File: src/rtl/lsu_pkg.sv
// Shared definitions for the load/store unit: RV32I funct3
// encodings, the LSU state type and a funct3 legality helper.
package lsu_pkg;

  localparam logic [2:0] LB  = 3'b000;
  localparam logic [2:0] LH  = 3'b001;
  localparam logic [2:0] LW  = 3'b010;
  localparam logic [2:0] LBU = 3'b100;
  localparam logic [2:0] LHU = 3'b101;
  localparam logic [2:0] SB  = 3'b000;
  localparam logic [2:0] SH  = 3'b001;
  localparam logic [2:0] SW  = 3'b010;

  localparam logic [2:0] MEM_F3_WORD = 3'b010;

  typedef enum logic [2:0] {
    IDLE,
    LOAD,
    STORE,
    RMW_RD,
    RMW_WR,
    RESP
  } lsu_state_e;

  function automatic logic f3_illegal(
    input logic       we,
    input logic [2:0] f3
  );
    if (we)
      return !(f3 inside {SB, SH, SW});
    else
      return !(f3 inside {LB, LH, LW, LBU, LHU});
  endfunction

endpackage

File: src/rtl/lsu_lane_align.sv
// Byte-lane alignment for the LSU (combinational).
// Ports: i_funct3/i_off select the access; i_rword is the memory
// word; i_wdata is store data; o_load is the extended load value;
// o_merge is i_rword with the addressed SB/SH lane(s) replaced.
module lsu_lane_align
  import lsu_pkg::*;
(
  input  logic [2:0]  i_funct3,
  input  logic [1:0]  i_off,
  input  logic [31:0] i_rword,
  input  logic [15:0] i_wdata,
  output logic [31:0] o_load,
  output logic [31:0] o_merge
);

  // addressed byte moved down to bit 0
  logic [15:0] w_sh;
  assign w_sh = 16'(i_rword >> {i_off, 3'b000});

  always_comb begin
    o_load = '0;
    unique case (i_funct3)
      LB:      o_load = {{24{w_sh[7]}}, w_sh[7:0]};
      LH:      o_load = {{16{w_sh[15]}}, w_sh};
      LW:      o_load = i_rword;
      LBU:     o_load = {24'h0, w_sh[7:0]};
      LHU:     o_load = {16'h0, w_sh};
      default: o_load = '0;
    endcase
  end

  always_comb begin
    o_merge = i_rword;
    if (i_funct3 == SB) begin
      unique case (i_off)
        2'd0: o_merge[7:0]   = i_wdata[7:0];
        2'd1: o_merge[15:8]  = i_wdata[7:0];
        2'd2: o_merge[23:16] = i_wdata[7:0];
        2'd3: o_merge[31:24] = i_wdata[7:0];
        default: o_merge = i_rword;
      endcase
    end else if (i_funct3 == SH) begin
      if (i_off[1])
        o_merge[31:16] = i_wdata;
      else
        o_merge[15:0] = i_wdata;
    end
  end

endmodule

File: src/rtl/load_store_unit.sv
// RV32I load/store unit over a word-wide data memory.
// Ports: req_* accept handshake from execute, resp_* one-cycle
// completion pulse, mem_* registered word-access memory port.
module load_store_unit
  import lsu_pkg::*;
#(
  parameter int MEM_WORDS = 64
) (
  input  logic        clk,
  input  logic        rst,
  input  logic        req_valid,
  output logic        req_ready,
  input  logic        req_we,
  input  logic [2:0]  req_funct3,
  input  logic [31:0] req_addr,
  input  logic [31:0] req_wdata,
  output logic        resp_valid,
  output logic [31:0] resp_rdata,
  output logic        resp_err,
  output logic [31:0] mem_addr,
  output logic [31:0] mem_write_data,
  output logic        mem_read,
  output logic        mem_write,
  output logic [2:0]  mem_funct3,
  input  logic [31:0] mem_read_data
);

  lsu_state_e  r_state, w_state_nxt;
  logic [2:0]  r_funct3, w_funct3_nxt;
  logic [1:0]  r_off, w_off_nxt;
  logic [15:0] r_wdata, w_wdata_nxt;
  logic [31:0] r_maddr, w_maddr_nxt;
  logic [31:0] r_mwdata, w_mwdata_nxt;
  logic        r_mrd, w_mrd_nxt;
  logic        r_mwr, w_mwr_nxt;
  logic        r_rvalid, w_rvalid_nxt;
  logic        r_rerr, w_rerr_nxt;
  logic [31:0] r_rdata, w_rdata_nxt;

  logic [31:0] w_idx;
  logic        w_err;
  logic [31:0] w_load;
  logic [31:0] w_merge;

  assign w_idx = {2'b00, req_addr[31:2]};

  // misalignment keys off size bits so LH/LHU and LW share checks
  assign w_err =
    f3_illegal(req_we, req_funct3) ||
    (req_funct3[1:0] == 2'b01 && req_addr[0]) ||
    (req_funct3[1:0] == 2'b10 && req_addr[1:0] != 2'b00) ||
    (w_idx >= 32'(MEM_WORDS));

  lsu_lane_align u_align (
    .i_funct3 (r_funct3),
    .i_off    (r_off),
    .i_rword  (mem_read_data),
    .i_wdata  (r_wdata),
    .o_load   (w_load),
    .o_merge  (w_merge)
  );

  always_comb begin
    w_state_nxt  = r_state;
    w_funct3_nxt = r_funct3;
    w_off_nxt    = r_off;
    w_wdata_nxt  = r_wdata;
    w_maddr_nxt  = r_maddr;
    w_mwdata_nxt = r_mwdata;
    w_mrd_nxt    = 1'b0;
    w_mwr_nxt    = 1'b0;
    w_rvalid_nxt = 1'b0;
    w_rerr_nxt   = r_rerr;
    w_rdata_nxt  = r_rdata;
    unique case (r_state)
      IDLE: begin
        if (req_valid) begin
          w_funct3_nxt = req_funct3;
          w_off_nxt    = req_addr[1:0];
          w_wdata_nxt  = req_wdata[15:0];
          if (w_err) begin
            w_state_nxt  = RESP;
            w_rvalid_nxt = 1'b1;
            w_rerr_nxt   = 1'b1;
            w_rdata_nxt  = '0;
          end else if (!req_we) begin
            w_state_nxt = LOAD;
            w_mrd_nxt   = 1'b1;
            w_maddr_nxt = w_idx;
          end else if (req_funct3 == SW) begin
            w_state_nxt  = STORE;
            w_mwr_nxt    = 1'b1;
            w_mwdata_nxt = req_wdata;
            w_maddr_nxt  = w_idx;
          end else begin
            w_state_nxt = RMW_RD;
            w_mrd_nxt   = 1'b1;
            w_maddr_nxt = w_idx;
          end
        end
      end
      LOAD: begin
        w_state_nxt  = RESP;
        w_rvalid_nxt = 1'b1;
        w_rerr_nxt   = 1'b0;
        w_rdata_nxt  = w_load;
      end
      RMW_RD: begin
        w_state_nxt  = RMW_WR;
        w_mwr_nxt    = 1'b1;
        w_mwdata_nxt = w_merge;
      end
      STORE, RMW_WR: begin
        w_state_nxt  = RESP;
        w_rvalid_nxt = 1'b1;
        w_rerr_nxt   = 1'b0;
        w_rdata_nxt  = '0;
      end
      RESP:    w_state_nxt = IDLE;
      default: w_state_nxt = IDLE;
    endcase
  end

  always_ff @(posedge clk) begin
    if (rst) begin
      r_state  <= IDLE;
      r_funct3 <= '0;
      r_off    <= '0;
      r_wdata  <= '0;
      r_maddr  <= '0;
      r_mwdata <= '0;
      r_mrd    <= 1'b0;
      r_mwr    <= 1'b0;
      r_rvalid <= 1'b0;
      r_rerr   <= 1'b0;
      r_rdata  <= '0;
    end else begin
      r_state  <= w_state_nxt;
      r_funct3 <= w_funct3_nxt;
      r_off    <= w_off_nxt;
      r_wdata  <= w_wdata_nxt;
      r_maddr  <= w_maddr_nxt;
      r_mwdata <= w_mwdata_nxt;
      r_mrd    <= w_mrd_nxt;
      r_mwr    <= w_mwr_nxt;
      r_rvalid <= w_rvalid_nxt;
      r_rerr   <= w_rerr_nxt;
      r_rdata  <= w_rdata_nxt;
    end
  end

  assign req_ready      = (r_state == IDLE);
  assign resp_valid     = r_rvalid;
  assign resp_rdata     = r_rdata;
  assign resp_err       = r_rerr;
  assign mem_addr       = r_maddr;
  assign mem_write_data = r_mwdata;
  assign mem_read       = r_mrd;
  assign mem_write      = r_mwr;
  assign mem_funct3     = MEM_F3_WORD;

endmodule
File: config.mk
export PLATFORM = sky130hd
export DESIGN_NAME = load_store_unit
export DESIGN_NICKNAME = d
export VERILOG_FILES = /design/src/rtl/lsu_pkg.sv /design/src/rtl/lsu_lane_align.sv /design/src/rtl/load_store_unit.sv
export SDC_FILE = /design/constraint.sdc
export NUM_CORES = 1
export LEC_CHECK = 0
export ABC_AREA = 0
export CAP_MARGIN = 20
export CORE_MARGIN = 4
export CORE_UTILIZATION = 48
export CTS_BUF_LIST = sky130_fd_sc_hd__clkbuf_16
export CTS_CLUSTER_DIAMETER = 200
export DETAILED_ROUTE_END_ITERATION = 7
export PLACE_DENSITY = 0.85
export SYNTH_ARGS = -nofsm -noshare
export SYNTH_HDL_FRONTEND = slang
export SYNTH_SLANG_ARGS = --single-unit
File: constraint.sdc
create_clock -name clk -period 4.6 [get_ports clk]
set_input_delay 0.92 -clock clk [delete_from_list [all_inputs] [get_ports clk]]
set_output_delay 0.92 -clock clk [all_outputs]
set_load 0.01 [all_outputs]
==> impl_results.html, run 1 <==
<!-- implementation run metrics -->
<table>
<tr><th>Metric</th><th>Value</th></tr>
<tr><th colspan="2">Global routing</th></tr>
<tr><td>GRT Overall Usage</td><td>0.284</td></tr>
<tr><td>Pin count of the biggest net entering global routing</td><td>69</td></tr>
<tr><th colspan="2">Placement</th></tr>
<tr><td>Number of port buffers</td><td>201</td></tr>
<tr><td>Cell count after placement</td><td>936</td></tr>
<tr><td>Instance area after placement</td><td>0.00762 mm²</td></tr>
<tr><td>Setup slack after placement</td><td>1.19 ns</td></tr>
<tr><th colspan="2">Final layout</th></tr>
<tr><td>Ant diodes</td><td>0</td></tr>
<tr><td>Post-route insts no fill</td><td>970</td></tr>
<tr><td>Fill cells</td><td>825</td></tr>
<tr><td>Non-clock inverter count</td><td>2</td></tr>
<tr><td>Logic area</td><td>0.00294 mm²</td></tr>
<tr><td>Fraction of final layout cells with drive strength greater than 1</td><td>0.0774</td></tr>
<tr><td>Flip-flop and latch area</td><td>0.00244 mm²</td></tr>
<tr><td>Seq cells</td><td>122</td></tr>
<tr><th colspan="2">Synthesis</th></tr>
<tr><td>Synth Cell Area</td><td>0.00566 mm²</td></tr>
<tr><td>Synth mux share</td><td>0.0303</td></tr>
<tr><td>Main logic family</td><td>AND-OR/OR-AND gates</td></tr>
<tr><td>Area fraction in full adders, half adders and majority gates</td><td>0</td></tr>
<tr><td>Top cell type by total area after synthesis</td><td>dfxtp_1</td></tr>
<tr><td>Number of distinct library cells after synthesis</td><td>57</td></tr>
<tr><td>Post-synth tally of flip-flops with integrated enable</td><td>0</td></tr>
<tr><td>Average footprint of a synthesized cell</td><td>8.73 µm²</td></tr>
<tr><th colspan="2">CTS</th></tr>
<tr><td>Worst-path clk slew</td><td>0.05 ns</td></tr>
<tr><td>Maximum level of the CTS H-tree</td><td>4</td></tr>
<tr><td>CTS tree</td><td>yes</td></tr>
<tr><td>Clk sinks</td><td>122</td></tr>
<tr><th colspan="2">Status</th></tr>
<tr><td>Status</td><td>finished, final reports clean</td></tr>
<tr><th colspan="2">Final timing</th></tr>
<tr><td>Endpoints failing hold</td><td>0</td></tr>
<tr><td>Final sum of negative setup slack</td><td>0 ns</td></tr>
<tr><td>Maximum achievable frequency</td><td>329 MHz</td></tr>
<tr><td>Unrepaired setup endpoints after global routing</td><td>false</td></tr>
<tr><th colspan="2">Critical path</th></tr>
<tr><td>Startpoint of the lowest-slack register-to-register path</td><td>r_off[1]</td></tr>
<tr><td>Worst EP arrival</td><td>3.38 ns</td></tr>
<tr><td>Kind of launch point of the worst setup path</td><td>primary input</td></tr>
<tr><td>Maximum cell stage delay along the critical path</td><td>0.66 ns</td></tr>
<tr><td>Startpoint-to-endpoint class of the critical path</td><td>primary input to flop</td></tr>
<tr><td>Flop-to-flop setup slack</td><td>1.67 ns</td></tr>
<tr><td>Critical path startpoint</td><td>req_addr[1]</td></tr>
<tr><th colspan="2">Route</th></tr>
<tr><td>Number of design-rule violations left by the first detailed-router iteration</td><td>776</td></tr>
<tr><td>Routed length per instance</td><td>20.0 µm</td></tr>
<tr><td>Via-per-instance ratio</td><td>6.24</td></tr>
<tr><td>Met3 Routed Length</td><td>1970 µm</td></tr>
<tr><td>Initial DRT Pass Iterations</td><td>6</td></tr>
<tr><th colspan="2">Power</th></tr>
<tr><td>Clock share of power</td><td>0.463</td></tr>
<tr><td>Clock Power</td><td>1.32 mW</td></tr>
<tr><td>Sequential cell fraction of total power</td><td>0.397</td></tr>
<tr><td>Total net switching power</td><td>0.767 mW</td></tr>
<tr><td>Comb group</td><td>0.400 mW</td></tr>
<tr><td>Total Power Consumption</td><td>2.86 mW</td></tr>
<tr><th colspan="2">Floorplan</th></tr>
<tr><td>Number of placement rows</td><td>39</td></tr>
</table>
==> run_1/detail.png <==
Region (33, 57) to (83, 107) µm. Cells in gray, sequential cells in the stronger gray; small squares are vias.
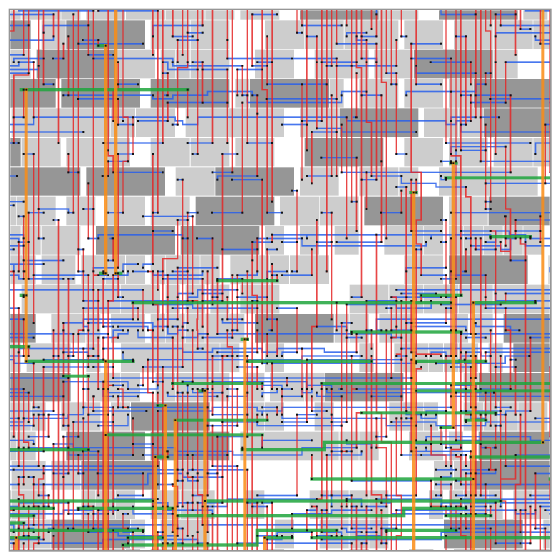
metal 1: marked blue. metal 4: marked orange. metal 2: marked red. metal 3: marked green.
Sequential cells in the window: 33. 207 logic cells have their middle in the window. Netlist names of flops here include `mem_addr` (13), `r_wdata` (10), `mem_write_data` (8). Most frequent: clkdlybuf4s50_1 (33), dfxtp_1 (33), nand2_1 (27).

==> run_1/power_grid.png <==
(4 px per µm) Pins as bars on the die edge.
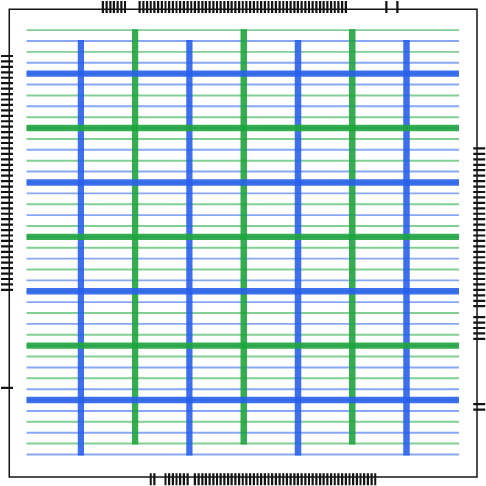
VDD: marked green. VSS: marked blue.
7 straps on met4. The core has 39 rows.
Die Wd: 117 µm
Core Box Area: 0.0115 mm²
worst ir drop on vdd: 214 µV
Die Span Y: 117 µm

==> run_1/metal_density.png <==
(3 px per µm) The die is cut into 23 by 23 equal tiles; dark purple is low, yellow is high, scaled to the fullest tile. Values are wire area over tile area, all layers added.
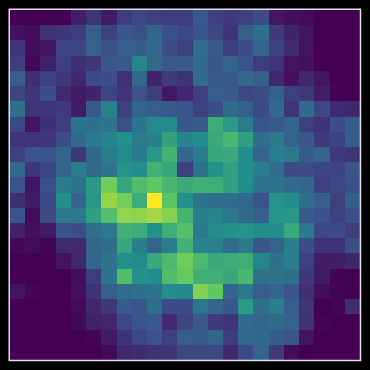
13% of the tiles are over half the peak. 13% of the tiles are nearly empty. The mean over all tiles is 0.24. The fullest tile reaches 0.90. The emptiest ninth of the die: south-west. The densest ninth of the die: center.
total via count in the routed design: 6054
total detailed-routing wirelength: 19400 µm

==> run_1/sizes.png <==
(2 px per µm)
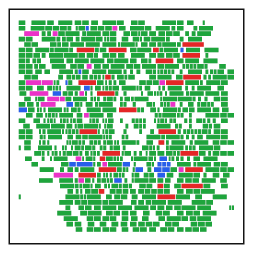
_3 and _4 cells: marked magenta, cells 19, share 2.3%. _2 cells: marked blue, cells 20, share 2.4%. _6 and larger: marked red, cells 25, share 3.0%. _0 and _1 cells: marked green, cells 763, share 92%.
worst-case setup margin in the final layout: 1.56 ns
synthesis-to-finish area growth: 45.3%
Post-Layout Inst Area: 0.00822 mm²
Non-clk bufs: 208

==> run_1/placement.png <==
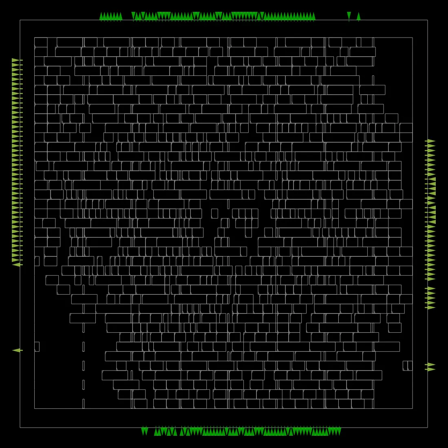

==> run 2: changes to the inputs <==
--- a/config.mk
+++ b/config.mk
@@ -8,11 +8,11 @@
 export ABC_AREA = 0
 export CAP_MARGIN = 20
 export CORE_MARGIN = 4
-export CORE_UTILIZATION = 48
+export CORE_UTILIZATION = 45
 export CTS_BUF_LIST = sky130_fd_sc_hd__clkbuf_16
 export CTS_CLUSTER_DIAMETER = 200
 export DETAILED_ROUTE_END_ITERATION = 7
-export PLACE_DENSITY = 0.85
+export PLACE_DENSITY = 0.81
 export SYNTH_ARGS = -nofsm -noshare
 export SYNTH_HDL_FRONTEND = slang
 export SYNTH_SLANG_ARGS = --single-unit
==> constraint.sdc (replaced) <==
create_clock -name clk -period 3 [get_ports clk]
set_input_delay 0.6 -clock clk [delete_from_list [all_inputs] [get_ports clk]]
set_output_delay 0.6 -clock clk [all_outputs]
set_load 0.01 [all_outputs]
==> run_2/placement.png <==
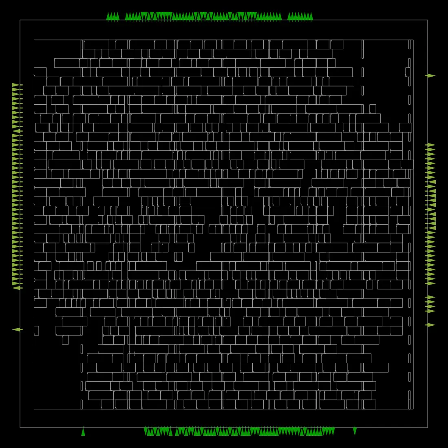
final core utilization: 0.694
Fill cells: 933
Seq cells: 122

==> run_2/metal_density.png <==
(3 px per µm) The die is cut into 24 by 24 equal tiles; dark purple is low, yellow is high, scaled to the fullest tile. Values are wire area over tile area, all layers added.
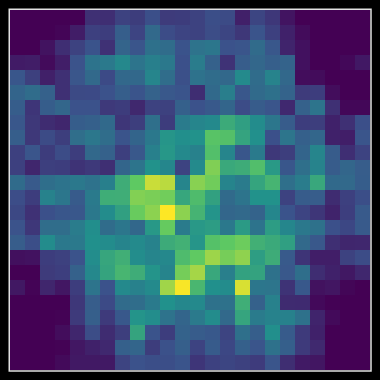
12% of the tiles are nearly empty. 14% of the tiles are over half the peak. The densest ninth of the die: center. The mean over all tiles is 0.24. The fullest tile reaches 0.81.
total detailed-routing wirelength: 20400 µm
routed length per instance: 20.1 µm
total via count in the routed design: 6034

==> run_2/power_grid.png <==
(4 px per µm) Pins as bars on the die edge.
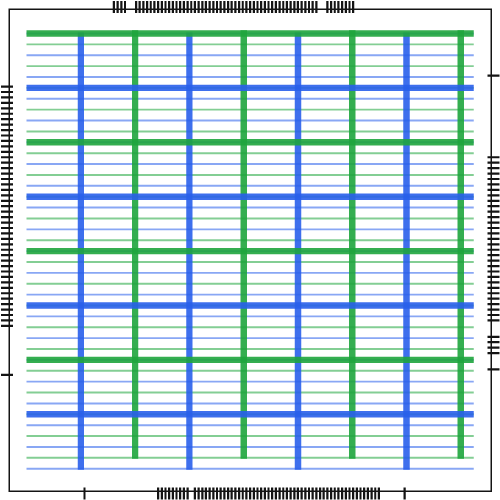
Core Box Area: 0.0122 mm²
Die Wd: 120 µm
Die Span Y: 120 µm

==> run 2 against run 1 <==
  * Die area up 6.2%
  * Routed wire length up 4.9%
  * Combinational power up 63%
  * Register-to-register slack worse by 1.3 ns
  * Sequential cell count unchanged
  * Power up 59%
  * Worst hold slack about the same
  * Global-route usage down 0.13 points
  * Utilization down 2.3 points
  * Critical path type is now flop to flop
  * Largest power group unchanged
  * Highest routed layer is now met5
==> impl_results.html, run 2 <==
<!-- implementation run metrics -->
<table>
<tr><th>Metric</th><th>Value</th></tr>
<tr><th colspan="2">Synthesis</th></tr>
<tr><td>Area fraction in full adders, half adders and majority gates</td><td>0</td></tr>
<tr><td>Number of distinct library cells after synthesis</td><td>57</td></tr>
<tr><td>Main logic family</td><td>AND-OR/OR-AND gates</td></tr>
<tr><td>Post-synth tally of flip-flops with integrated enable</td><td>0</td></tr>
<tr><td>Average footprint of a synthesized cell</td><td>8.73 µm²</td></tr>
<tr><td>Synth Cell Area</td><td>0.00566 mm²</td></tr>
<tr><td>Yosys Warn Count</td><td>0</td></tr>
<tr><td>Synth mux share</td><td>0.0303</td></tr>
<tr><td>Top cell type by total area after synthesis</td><td>dfxtp_1</td></tr>
<tr><th colspan="2">Final timing</th></tr>
<tr><td>Worst-case setup margin in the final layout</td><td>0.350 ns</td></tr>
<tr><td>Maximum achievable frequency</td><td>377 MHz</td></tr>
<tr><td>Unrepaired setup endpoints after global routing</td><td>false</td></tr>
<tr><td>Endpoints failing hold</td><td>0</td></tr>
<tr><td>Final min period</td><td>2.65 ns</td></tr>
<tr><th colspan="2">Power</th></tr>
<tr><td>Clock Power</td><td>2.16 mW</td></tr>
<tr><td>Total net switching power</td><td>1.16 mW</td></tr>
<tr><td>Worst ir drop on vdd</td><td>328 µV</td></tr>
<tr><td>Clock share of power</td><td>0.475</td></tr>
<tr><td>Total Power Consumption</td><td>4.54 mW</td></tr>
<tr><td>Sequential cell fraction of total power</td><td>0.381</td></tr>
<tr><td>Comb group</td><td>0.653 mW</td></tr>
<tr><th colspan="2">Route</th></tr>
<tr><td>Met3 Routed Length</td><td>2000 µm</td></tr>
<tr><td>Number of design-rule violations left by the first detailed-router iteration</td><td>851</td></tr>
<tr><td>Initial DRT Pass Iterations</td><td>5</td></tr>
<tr><td>Via-per-instance ratio</td><td>5.96</td></tr>
<tr><th colspan="2">Critical path</th></tr>
<tr><td>Critical path startpoint</td><td>r_off[0]</td></tr>
<tr><td>Maximum cell stage delay along the critical path</td><td>0.86 ns</td></tr>
<tr><td>Startpoint-to-endpoint class of the critical path</td><td>flop to flop</td></tr>
<tr><td>Flop-to-flop setup slack</td><td>0.35 ns</td></tr>
<tr><td>Startpoint of the lowest-slack register-to-register path</td><td>r_off[0]</td></tr>
<tr><th colspan="2">Placement</th></tr>
<tr><td>Cell count after placement</td><td>981</td></tr>
<tr><td>Number of port buffers</td><td>201</td></tr>
<tr><td>Setup slack after placement</td><td>0.0850 ns</td></tr>
<tr><td>Instance area after placement</td><td>0.00781 mm²</td></tr>
<tr><th colspan="2">Status</th></tr>
<tr><td>Status</td><td>finished, final reports clean</td></tr>
<tr><th colspan="2">Final layout</th></tr>
<tr><td>Post-route insts no fill</td><td>1013</td></tr>
<tr><td>Flip-flop and latch area</td><td>0.00244 mm²</td></tr>
<tr><td>Synthesis-to-finish area growth</td><td>49.3%</td></tr>
<tr><td>Logic area</td><td>0.00294 mm²</td></tr>
<tr><td>Non-clock inverter count</td><td>2</td></tr>
<tr><td>Ant diodes</td><td>0</td></tr>
<tr><td>Fraction of final layout cells with drive strength greater than 1</td><td>0.0959</td></tr>
<tr><td>Non-clk bufs</td><td>227</td></tr>
<tr><th colspan="2">CTS</th></tr>
<tr><td>Maximum level of the CTS H-tree</td><td>4</td></tr>
<tr><td>CTS tree</td><td>yes</td></tr>
<tr><td>Worst-path clk slew</td><td>0.06 ns</td></tr>
<tr><th colspan="2">Global routing</th></tr>
<tr><td>GRT Overall Usage</td><td>0.282</td></tr>
<tr><th colspan="2">Floorplan</th></tr>
<tr><td>Number of placement rows</td><td>40</td></tr>
</table>
Power figures rest on the tool's default switching activity, not on a simulated workload.
